===== src/rtl/smvm_pkg.sv =====
// rtl/smvm_pkg.sv - shared types, default widths and saturating add for the SMVM stream engine
package smvm_pkg;

    localparam int DEF_DATA_W      = 8;
    localparam int DEF_IDX_W       = 8;
    localparam int DEF_VEC_DEPTH   = 128;
    localparam int DEF_ACC_W       = 24;
    localparam int DEF_OFIFO_DEPTH = 4;

    typedef enum logic [1:0] {
        ST_IDLE,
        ST_VEC_IN,
        ST_MAT_IN,
        ST_DRAIN
    } state_e;

    // Adds two sign-extended operands and clamps to the signed range of a w-bit result (w <= 63).
    function automatic logic signed [63:0] sat_add(
        input logic signed [63:0] a,
        input logic signed [63:0] b,
        input int unsigned        w
    );
        logic signed [64:0] sum;
        logic signed [64:0] max_v;
        logic signed [64:0] min_v;
        sum   = {a[63], a} + {b[63], b};
        max_v = (65'sd1 <<< (w - 1)) - 65'sd1;
        min_v = -max_v - 65'sd1;
        if (sum > max_v) begin
            return max_v[63:0];
        end else if (sum < min_v) begin
            return min_v[63:0];
        end
        return sum[63:0];
    endfunction

endpackage


===== src/rtl/smvm_ofifo.sv =====
// rtl/smvm_ofifo.sv - result FIFO with occupancy count; push and pop may coincide even when full
module smvm_ofifo #(
    parameter int W     = 32,
    parameter int DEPTH = 4
) (
    input  logic                         clk,
    input  logic                         rst_n,
    input  logic                         push,
    input  logic [W-1:0]                 push_data,
    input  logic                         pop,
    output logic [W-1:0]                 pop_data,
    output logic [$clog2(DEPTH+1)-1:0]   count
);

    localparam int AW = (DEPTH > 1) ? $clog2(DEPTH) : 1;
    localparam int CW = $clog2(DEPTH + 1);

    logic [W-1:0]  mem_q [DEPTH];
    logic [AW-1:0] wr_ptr_q, wr_ptr_d;
    logic [AW-1:0] rd_ptr_q, rd_ptr_d;
    logic [CW-1:0] count_q, count_d;
    logic          do_push;
    logic          do_pop;

    always_comb begin
        do_pop   = pop && (count_q != '0);
        do_push  = push && ((count_q != CW'(DEPTH)) || do_pop);
        wr_ptr_d = wr_ptr_q;
        rd_ptr_d = rd_ptr_q;
        count_d  = count_q;
        if (do_push) begin
            wr_ptr_d = (wr_ptr_q == AW'(DEPTH - 1)) ? '0 : wr_ptr_q + AW'(1);
        end
        if (do_pop) begin
            rd_ptr_d = (rd_ptr_q == AW'(DEPTH - 1)) ? '0 : rd_ptr_q + AW'(1);
        end
        case ({do_push, do_pop})
            2'b10:   count_d = count_q + CW'(1);
            2'b01:   count_d = count_q - CW'(1);
            default: count_d = count_q;
        endcase
    end

    always_ff @(posedge clk or negedge rst_n) begin
        if (!rst_n) begin
            wr_ptr_q <= '0;
            rd_ptr_q <= '0;
            count_q  <= '0;
            for (int i = 0; i < DEPTH; i++) begin
                mem_q[i] <= '0;
            end
        end else begin
            wr_ptr_q <= wr_ptr_d;
            rd_ptr_q <= rd_ptr_d;
            count_q  <= count_d;
            if (do_push) begin
                mem_q[wr_ptr_q] <= push_data;
            end
        end
    end

    assign pop_data = mem_q[rd_ptr_q];
    assign count    = count_q;

endmodule


===== src/rtl/smvm_stream.sv =====
// rtl/smvm_stream.sv - streaming sparse-matrix x dense-vector multiplier, one dot product per row
module smvm_stream
    import smvm_pkg::*;
#(
    parameter int DATA_W      = DEF_DATA_W,
    parameter int IDX_W       = DEF_IDX_W,
    parameter int VEC_DEPTH   = DEF_VEC_DEPTH,
    parameter int ACC_W       = DEF_ACC_W,
    parameter int OFIFO_DEPTH = DEF_OFIFO_DEPTH,
    parameter int SAT         = 0
) (
    input  logic              clk,
    input  logic              rst_n,
    input  logic              start,
    input  logic [IDX_W-1:0]  cfg_rows,
    input  logic [IDX_W-1:0]  cfg_cols,
    input  logic              in_valid,
    output logic              in_ready,
    input  logic [DATA_W-1:0] in_val,
    input  logic [IDX_W-1:0]  in_col,
    input  logic              in_last,
    output logic              out_valid,
    input  logic              out_ready,
    output logic [ACC_W-1:0]  out_data,
    output logic [IDX_W-1:0]  out_row,
    output logic              busy,
    output logic              done,
    output logic              err_cfg,
    output logic              err_col
);

    localparam int VA_W  = (VEC_DEPTH > 1) ? $clog2(VEC_DEPTH) : 1;
    localparam int CNT_W = $clog2(OFIFO_DEPTH + 1);
    localparam int FW    = ACC_W + IDX_W;
    localparam int PW    = 2 * DATA_W;

    state_e                   state_q, state_d;
    logic [IDX_W-1:0]         rows_q, rows_d, cols_q, cols_d, cnt_q, cnt_d;
    logic                     err_cfg_q, err_cfg_d, err_col_q, err_col_d, done_q, done_d;
    logic                     s1_valid_q, s1_valid_d, s1_last_q, s1_last_d;
    logic [IDX_W-1:0]         s1_row_q, s1_row_d;
    logic signed [PW-1:0]     prod_q, prod_d;
    logic signed [ACC_W-1:0]  acc_q, acc_d, acc_next, acc_wrap;
    logic signed [63:0]       acc_sat;
    logic [63-ACC_W:0]        sat_unused;
    logic signed [DATA_W-1:0] vec_mem [VEC_DEPTH];
    logic signed [DATA_W-1:0] vec_rd;
    logic                     vec_we, fire, col_ok, cfg_ok, fifo_push, fifo_pop;
    logic [CNT_W-1:0]         fifo_count;
    logic [FW-1:0]            fifo_rd;

    assign cfg_ok = (cfg_cols != '0) && (32'(cfg_cols) <= VEC_DEPTH);
    assign col_ok = in_col < cols_q;
    assign vec_rd = vec_mem[in_col[VA_W-1:0]];
    assign fire   = in_valid && in_ready;

    always_comb begin
        state_d    = state_q;
        rows_d     = rows_q;
        cols_d     = cols_q;
        cnt_d      = cnt_q;
        err_cfg_d  = err_cfg_q;
        err_col_d  = err_col_q;
        done_d     = 1'b0;
        s1_valid_d = 1'b0;
        s1_last_d  = s1_last_q;
        s1_row_d   = s1_row_q;
        prod_d     = prod_q;
        vec_we     = 1'b0;
        in_ready   = 1'b0;
        case (state_q)
            ST_IDLE: begin
                if (start) begin
                    if (cfg_ok) begin
                        rows_d    = cfg_rows;
                        cols_d    = cfg_cols;
                        cnt_d     = '0;
                        err_cfg_d = 1'b0;
                        err_col_d = 1'b0;
                        if (cfg_rows == '0) begin
                            done_d = 1'b1;
                        end else begin
                            state_d = ST_VEC_IN;
                        end
                    end else begin
                        err_cfg_d = 1'b1;
                    end
                end
            end
            ST_VEC_IN: begin
                in_ready = 1'b1;
                if (fire) begin
                    vec_we = 1'b1;
                    if (cnt_q == cols_q - IDX_W'(1)) begin
                        cnt_d   = '0;
                        state_d = ST_MAT_IN;
                    end else begin
                        cnt_d = cnt_q + IDX_W'(1);
                    end
                end
            end
            ST_MAT_IN: begin
                // Two beats can be in flight behind the FIFO, so stop accepting with two slots left.
                in_ready = (fifo_count <= CNT_W'(OFIFO_DEPTH - 3));
                if (fire) begin
                    s1_valid_d = 1'b1;
                    s1_last_d  = in_last;
                    s1_row_d   = cnt_q;
                    prod_d     = col_ok ? PW'($signed(in_val)) * PW'(vec_rd) : '0;
                    if (!col_ok) begin
                        err_col_d = 1'b1;
                    end
                    if (in_last) begin
                        cnt_d = cnt_q + IDX_W'(1);
                        if (cnt_q == rows_q - IDX_W'(1)) begin
                            state_d = ST_DRAIN;
                        end
                    end
                end
            end
            ST_DRAIN: begin
                if (!s1_valid_q && (fifo_count == '0)) begin
                    done_d  = 1'b1;
                    state_d = ST_IDLE;
                end
            end
            default: state_d = ST_IDLE;
        endcase
    end

    always_comb begin
        acc_wrap = acc_q + ACC_W'(prod_q);
        acc_sat  = sat_add(64'(acc_q), 64'(prod_q), ACC_W);
        acc_next = (SAT != 0) ? acc_sat[ACC_W-1:0] : acc_wrap;
        acc_d    = acc_q;
        if (s1_valid_q) begin
            acc_d = s1_last_q ? '0 : acc_next;
        end
        fifo_push = s1_valid_q && s1_last_q;
    end

    assign sat_unused = acc_sat[63:ACC_W];

    always_ff @(posedge clk or negedge rst_n) begin
        if (!rst_n) begin
            state_q    <= ST_IDLE;
            rows_q     <= '0;
            cols_q     <= '0;
            cnt_q      <= '0;
            err_cfg_q  <= 1'b0;
            err_col_q  <= 1'b0;
            done_q     <= 1'b0;
            s1_valid_q <= 1'b0;
            s1_last_q  <= 1'b0;
            s1_row_q   <= '0;
            prod_q     <= '0;
            acc_q      <= '0;
        end else begin
            state_q    <= state_d;
            rows_q     <= rows_d;
            cols_q     <= cols_d;
            cnt_q      <= cnt_d;
            err_cfg_q  <= err_cfg_d;
            err_col_q  <= err_col_d;
            done_q     <= done_d;
            s1_valid_q <= s1_valid_d;
            s1_last_q  <= s1_last_d;
            s1_row_q   <= s1_row_d;
            prod_q     <= prod_d;
            acc_q      <= acc_d;
        end
    end

    always_ff @(posedge clk) begin
        if (vec_we) begin
            vec_mem[cnt_q[VA_W-1:0]] <= $signed(in_val);
        end
    end

    smvm_ofifo #(
        .W     (FW),
        .DEPTH (OFIFO_DEPTH)
    ) u_ofifo (
        .clk       (clk),
        .rst_n     (rst_n),
        .push      (fifo_push),
        .push_data ({s1_row_q, acc_next}),
        .pop       (fifo_pop),
        .pop_data  (fifo_rd),
        .count     (fifo_count)
    );

    assign out_valid = (fifo_count != '0);
    assign fifo_pop  = out_valid && out_ready;
    assign out_data  = fifo_rd[ACC_W-1:0];
    assign out_row   = fifo_rd[FW-1:ACC_W];
    assign busy      = (state_q != ST_IDLE);
    assign done      = done_q;
    assign err_cfg   = err_cfg_q;
    assign err_col   = err_col_q;

endmodule


===== config.mk =====
export PLATFORM = sky130hd
export DESIGN_NAME = smvm_stream
export DESIGN_NICKNAME = d
export VERILOG_FILES = /design/src/rtl/smvm_pkg.sv /design/src/rtl/smvm_ofifo.sv /design/src/rtl/smvm_stream.sv
export SDC_FILE = /design/constraint.sdc
export NUM_CORES = 2
export LEC_CHECK = 0
export CORE_ASPECT_RATIO = 0.75
export CORE_MARGIN = 2
export CORE_UTILIZATION = 28
export CTS_BUF_LIST = sky130_fd_sc_hd__clkbuf_16
export CTS_CLUSTER_SIZE = 28
export DETAILED_ROUTE_END_ITERATION = 7
export SLEW_MARGIN = 20
export SYNTH_ARGS = -nofsm -noshare
export SYNTH_HDL_FRONTEND = slang
export SYNTH_HIERARCHICAL = 1
export SYNTH_SLANG_ARGS = --single-unit

===== constraint.sdc =====
create_clock -name clk -period 7.7 [get_ports clk]
set_input_delay 1.54 -clock clk [delete_from_list [all_inputs] [get_ports clk]]
set_output_delay 1.54 -clock clk [all_outputs]
set_load 0.01 [all_outputs]

### The metal 3 layer

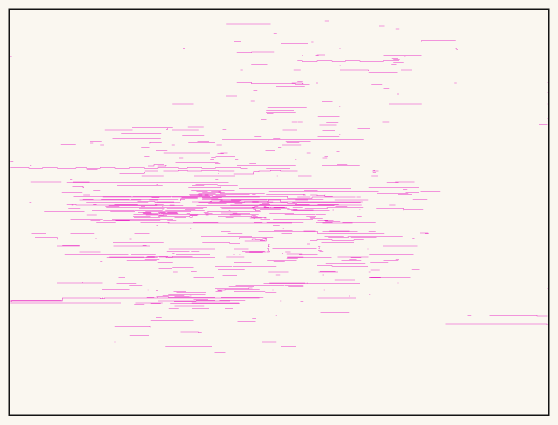
longest straight run = 152 um
share of all routed wire = 8.3%
main direction = horizontal
wire length on this layer = 11000 um
nets with wire on the layer = 291
detailed-route via count: 28100
routed wire length: 133000 um
GR Layer Usage met3: 3.56%

### Pin map

Pins as bars across the die edge, other pins in grey.
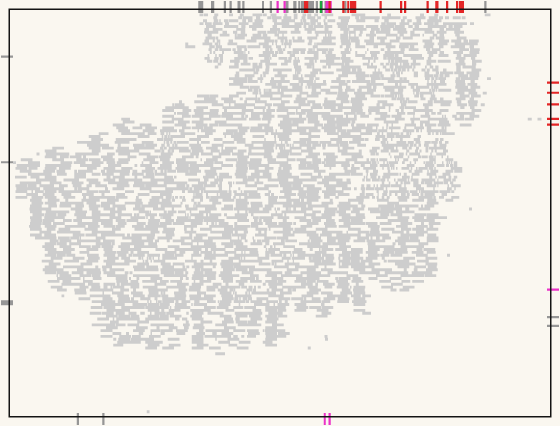
`in_col` -> magenta  # pins 8, direction input, edge 5 top, 2 bottom, 1 right
`out_data` -> red  # pins 24, direction output, edge 19 top, 5 right
`out_valid` -> green  # pins 1, direction output, edge top
all pins by edge = 59 top, 8 right, 5 left, 4 bottom
height of the chip: 381 um
count of buffers from port buffering: 75
overall die width: 507 um

### Placed standard cells

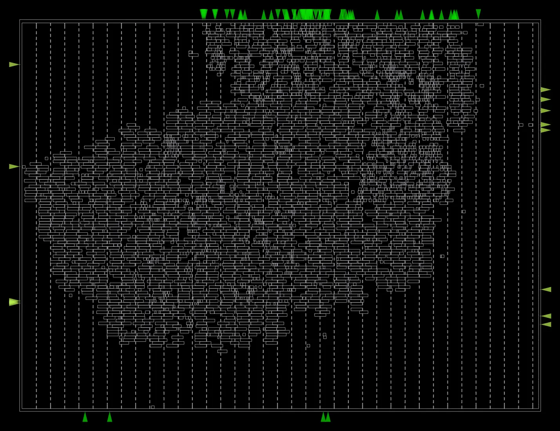
Filler cells: 17900
share of cell area taken by flip-flops and latches: 58.1%
final cell count without fillers: 5828
Tapcell Cnt: 2520

==> notes.md <==
Status on the layout run. Per the final report, the share of cell area in clock cells is 6.06%. Yosys warning tally landed at 6. Post-synthesis to final-layout area growth landed at 16.9%. The startpoint identified for the worst hold timing path is acc_q[21]. The tool flagged a number of max-cap violations equal to 0. Ranking logic cells in the layout by count gives the top entries sky130_fd_sc_hd__edfxtp_1, sky130_fd_sc_hd__mux4_2, sky130_fd_sc_hd__buf_4. Overall chip area landed at 193000 um^2. The tree is rooted in a sky130_fd_sc_hd__clkbuf_16.

For met1 alone, demand over resource in global routing was 20.1%. Clock buffer count from CTS landed at 117. Cell leakage power landed at 21.8 nW.

The most frequently used library cell after synthesis is sky130_fd_sc_hd__edfxtp_1. Final weighted congestion in routability-driven placement landed at 0.814. On the critical path the largest part of the delay comes from AND-OR/OR-AND gates. Summed over all instances, the cell type with the most area after synthesis is sky130_fd_sc_hd__edfxtp_1. The layout report gives the multi-input gate share of total cell area as 25.6%. Number of cell instances after yosys synthesis landed at 2927. Number of logic inverters in the finished layout landed at 118. Data arrives at the worst endpoint at 8000 ps.

Average routed wire per standard cell landed at 22.8 um. TritonCTS built the clock tree. By instance count after routing, the leading logic cell type is sky130_fd_sc_hd__edfxtp_1.

Final antenna-violating net count landed at 0. Iteration-0 DRC count of the detailed router landed at 3162. Multiplexer area fraction after synthesis landed at 17.8%. Final hold slack landed at 482 ps. Count of mapped cells out of synthesis landed at 2927. Average vias per placed instance landed at 4.82.

The type recorded for the worst min-delay path is reg2reg. There are 1238 flip-flops and latches. Summing the areas of all compound-gate instances in the mapped netlist gives 3.02% of the synthesized area. Per the final report, the share of cell area in non-clock buffers is 4.43%. Worst slew margin relative to its limit landed at 21.3%. The area taken by multi-input combinational cells is reported as 15900 um^2. Combinational share of power landed at 20.4%. Met2 layer usage reported by global route landed at 20.0%. Peak supply drop landed at 0.245 mV. Number of setup violations in the final report landed at 0.

According to the dpl log, the detail-placed design has an HPWL of 88600 um. Sink count of the clock tree landed at 1238. Count of buffers not belonging to the clock network in the layout landed at 308. Deepest clock path buffer count landed at 3.

The synthesized netlist devotes 1.05% of its cell area to XOR and XNOR gates. Ranked by total area, the top cell class in this layout is flip-flops and latches. Net count entering floorplan landed at 3095. Cell area after technology mapping landed at 53200 um^2.

Transition at the pin with the smallest max-transition slack landed at 1180 ps. Looking at the worst setup and hold paths, the clock pins of their registers show a slew of 70 ps. Number of detailed-routing iterations run before antenna repair landed at 6. Stage-log warning count landed at 37.

In this run, the synthesized area fraction spent on adder and majority cells is recorded as 3.87%. Buffers added to address setup during post-CTS repair amount to 0. The register with the most flip-flops in the layout has 1024 of them. Global route summary, busiest routing layer listed as met1.

STA lists the startpoint of the worst register-to-register path as vec_mem[114][1]. The report lists the power per cell area as 272 nW/um^2. Area share of and/or/nand/nor cells after synthesis landed at 4.11%. Total inserted antenna cells landed at 2.

Setup repair after global routing left no endpoint under its margin. The flow ran to the end, and the final reports show no timing, DRC or antenna violations. Averaged over all synthesized cells, the footprint is 18.2 um^2. Count of clock buffers in the final design landed at 118. Multi-input combinational gate total landed at 1429. STA classifies the critical path startpoint as an input pin. Net switching is 27.3% of the power. Sequential cell power landed at 7.72 mW. Recorded from the global router log, the overflow total was 0. Total routing usage reported by global routing landed at 13.6%. The number of global-route vias before repair is 28700.

After detailed routing, no signal wire sits above met5. According to the I/O placement log, the pin count is 76. Share of flip-flops with an asynchronous set or reset landed at 17.3%. In the final report, the number of hold violations comes to 0. After the last flow step, the layout net total stands at 3380. STA classifies the critical path endpoint as a flip-flop.
### Cell density map

25 x 19 tiles, from white (low) to dark blue (high), 0 to 100% covered.
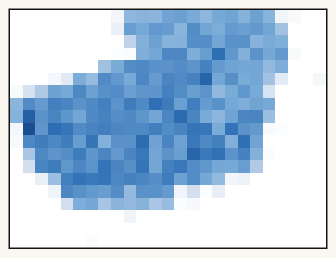
emptiest ninth of the die = bottom right
nearly empty tiles = 42%
tiles over 75% full = 1.5%
mean over tiles = 31%
final design utilization: 32.9%
core footprint: 189000 um^2
FP Core Util: 28.2%

### Clock distribution

Scale bar: 200 um.
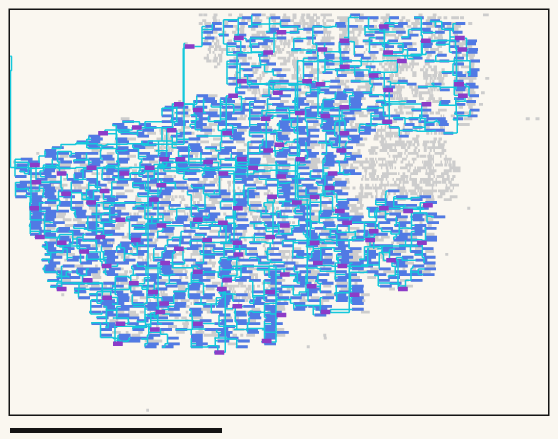
flip-flops -> blue  # count 1238
clock drivers -> purple  # count 117
clock wires -> cyan  # length 14900 um
routed clock nets = 118
clock latency at the later pin of the worst-skew pair: 760 ps
power of the clock network: 5.72 mW
Clock Skews: 65.5 ps
clock share of power: 33.9%

## final timing paths
path / cells past startpoint / slack, ps / end
worst min register to register: 2 / 480 / acc_q[21]
worst max register to register: 26 / 1320 / prod_q[14]
worst max-delay path: 29 / 350 / prod_q[14]
min in group asynchronous: 1 / 860 / u_ofifo/mem_q[78]
worst min-delay path: 2 / 480 / acc_q[21]
max in group asynchronous: 2 / 5550 / prod_q[4]
## stage by stage
stage | setup slack, ps | instances | cell area (um^2) | power (mW) | util, %
after global placement | -396 | 5613 | 58400 | 11.3 | 30.9
after CTS | 431 | 5826 | 62100 | 17.1 | 32.9
final | 350 | 5828 | 62200 | 16.9 | 32.9
after global routing | 36.8 | 5827 | 62100 | 17.7 | 32.9
after floorplan | 5.69 | 2927 | 53200 | 10.0 | -
after detailed placement | -348 | 5613 | 58400 | 11.3 | 30.9
Power figures rest on the tool's default switching activity, not on a simulated workload.
